Design int_ctrl, sky130hd; sources not shown.
Figure 1. Local utilization.
Drawn at 4 px/µm. The die is cut into 8 by 8 equal tiles; white is low, dark blue is high, 0 to 100% covered.
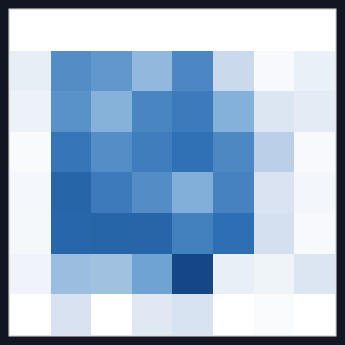
mean over tiles	32%
densest ninth of the die	center
emptiest ninth of the die	north-east
nearly empty tiles	19%
tiles over 75% full	7.8%
fullest tile	91%
final standard cell utilization of the core: 0.536
core area: 4060 µm²

Figure 2. Clock wiring as the flow saved it.
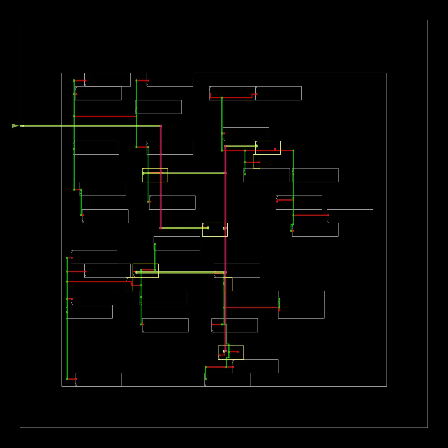
number of clock buffer instances in the layout: 7
Flops: 31
Late-Pin Clk Latency: 0.28 ns
total clock sinks: 31

Figure 3. The metal 1 layer.
Drawn at 3 px/µm. Supply wires on this layer in gray.
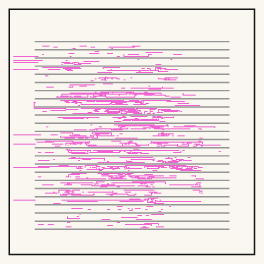
share of all routed wire	43%
main direction	horizontal
longest straight run	28.5 µm
wire length on this layer	1790 µm
nets with wire on the layer	189
total wirelength of the detailed-routed design: 4.13 mm
Vias: 1376

Figure 4. The metal 3 layer.
Drawn at 6 px/µm. Cells faint in the background.
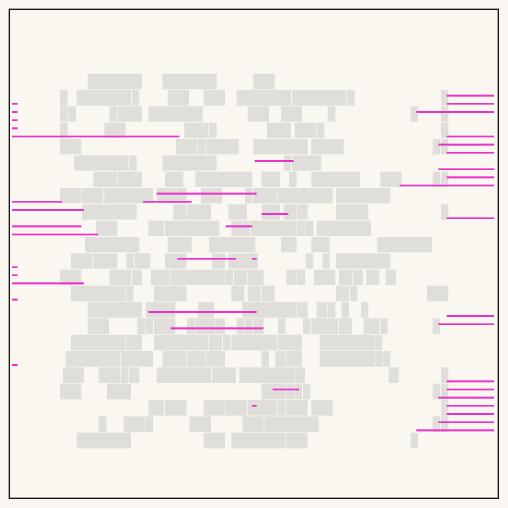
nets with wire on the layer	39
share of all routed wire	8.3%
GR Layer Usage met3: 0.0430

==> impl_metrics.yaml <==
# flow metrics
floorplanning:
  pin_count: 77
  floorplan.die_area_um2: 6600
  placementRows: 23
  horizontal_die_size_um: 81.3
  chipHeight_um: 81.3
  floorplan.initialDensity: 0.472
critical_path:
  worst_path_largest_cell_delay_ns: 0.69
  worst_path_max_delay_cell: "clkdlybuf4s50_1"
  critPathLaunchType: "input pin"
  cp.buffers_inverters: 3
  crit_top_cell: "clkdlybuf4s50_1"
  critical-path-top-delay-family: "buffers and inverters"
  worstSetupEndpointType: "primary output"
  critPathKind: "input pin to primary output"
  worstPathMaxFanout: 11
  worst_ep_arrival_time_ns: 3.10
  data_required_time_of_the_critical_path_ns: 3.55
  worstRegToRegCells: 5
  reg2reg_setup_slack_ns: 3.13
  critical_path_depth: 5
  cp_cell_sequence: "clkdlybuf4s50_1 > buf_4 > nor2_1 > a22o_1 > clkdlybuf4s50_1"
cts:
  clockRootBuffer: "clkbuf_8"
  cts_hold_buf: 0
  ctsResizeCount: 0
  cts_made_buffers: 5
  cts_setup_buffers: 0
  cts_buffer_depth: 2
  worst_setup_hold_path_clk_slew_ns: 0.06
  cts.htree.levels: 2
  tritoncts: "built"
min_path:
  worstHoldPathCells: 1
  timing.hold.worst.class: "flop to flop"
finish:
  synth_to_layout_area_growth_pct: 13.4
  final_net_count: 248
  antennaDiodeCount: 0
  layout.filler_cells: 347
  layout_top_cell_excl_fill_tap: "dfrtp_1"
  layout.area.comb_um2: 947
  lay_top_cells: "31 x dfrtp_1, 25 x conb_1, 25 x clkdlybuf4s50_1, 18 x nand2_1, 14 x mux2_2"
  final-seq-area_um2: 776
  drive_gt1_frac: 0.176
synth:
  postSynthAreaPerCell_um2: 10.8
  synth.ff_latch_count: 31
  netlist.top_cell.by_area: "dfrtp_1"
  top_cell_area_share: 0.405
  yosysSeqAreaShare: 0.405
  synthesis.yosys.warnings: 0
  enable_flop_cells: 0
  yosys_cell_count: 177
  synthesis.instances: 177
  synth_async_sr_flop_share: 1.00
  synth.top_cells.by_area: "dfrtp_1 40%, buf_4 9.8%, mux2_2 8.2%, a32o_1 4.7%, mux2_4 3.9%"
  ys_area_um2: 1920
  flop_cell: "dfrtp_1"
  synth_area_um2: 1920
  yosys.cell_count.top_type: "dfrtp_1"
  ys_types: 34
  synth.top_cells.by_count: "31 x dfrtp_1, 25 x buf_4, 18 x nand2_1, 14 x mux2_2, 10 x nor2_1"
placed_design:
  port_buffers: 25
  routabilityCongestion: 0.824
  placement.setup.worst_slack_ns: 0.453
  detailed_place_hpwl_mm: 3.18
final_timing:
  timing.final.crit_share: 0.906
  tns_ns: 0
  report.final.setup_viol: 0
  timing_hold_violations_final: 0
  layout_min_cycle_time_ns: 4.35
  max_clock_freq_mhz: 230
  maxSlewViolCount: 0
  whs_ns: 0.444
  layout_setup_ws_ns: 0.450
  rsz0062_at_grt: "no"
run:
  timing.max_cap.violations: 0
  warnings: 52
pwr:
  switching_share: 0.386
  vdd_drop_max_mv: 0.255
  power.static_leakage_nw: 0.952
  power_per_cell_area_nw_per_um2: 474
  p_comb_frac: 0.398
  p_seq_frac: 0.415
  power.switching_mw: 0.398
  power_report.internal_total_mw: 0.632
  pwr-share-clk: 0.187
grt:
  gr-usage-all-layers: 0.134
  grt-ovfl-total: 0
  grt_antenna_before_repair: 0
  grt_start_max_net_pins: 32
  grt_pass1_vias: 1429
  grt_first_pass_wirelength_mm: 6.82
routing:
  ant_nets: 0
  drt_drc_violations_left: 0
  detail_route.wl_per_cell_um: 16.2
  via_per_inst: 5.40
  first_iter_violations: 97
  drt_pre_antenna_iters: 4
status:
  result_of_the_run: "complete, no violations"
power groups by stage:
stage / clock network (mW) / logic (mW) / registers [mW]
2_1_floorplan: 0 / 0.374 / 0.395
3_3_place_gp: 0 / 0.403 / 0.428
3_5_place_dp: 0 / 0.409 / 0.431
4_1_cts: 0.200 / 0.412 / 0.426
5_1_grt: 0.209 / 0.448 / 0.444
6_report: 0.193 / 0.410 / 0.428
cell families (layout without fill, tap and decap cells):
kind of cell           Yosys count  in the layout  share of synthesized area
flip-flops                      31             31                      0.405
other                            1             25                    0.00196
buffers and inverters           41             45                      0.148
AND-OR/OR-AND                   36             36                      0.166
AND/OR/NAND/NOR                 46             46                      0.121
multiplexers                    22             22                      0.159
per-stage QoR:
step | instances | power (mW) | utilization | cell area [µm²]
after floorplan | 201 | 0.768 | - | 2010
after global placement | 247 | 0.831 | 0.516 | 2090
after detailed placement | 247 | 0.840 | 0.516 | 2090
after CTS | 255 | 1.04 | 0.536 | 2170
after global routing | 255 | 1.10 | 0.536 | 2170
final | 255 | 1.03 | 0.536 | 2170
area by class of cell:
| type | instances | share of cell area |
|---|---|---|
| Tap cell | 50 | 0.0288 |
| Clock buffer | 7 | 0.0351 |
| Clock inverter | 1 | 0.00230 |
| Timing Repair Buffer | 28 | 0.126 |
| Sequential cell | 31 | 0.357 |
| Multi-Input combinational cell | 129 | 0.436 |
| Inverter | 9 | 0.0155 |
per-layer routing:
metal / vias to the layer above / share of wire / routed length [µm] / global-route usage
met5: - / 0 / 0 / 0
met4: 0 / 0.015 / 61 / 0.0482
met3: 7 / 0.083 / 344 / 0.0430
met2: 50 / 0.47 / 1940 / 0.209
met1: 671 / 0.43 / 1790 / 0.168
li1: 648 / - / - / -
No activity file was given, so power comes from the tool's default toggle rates.
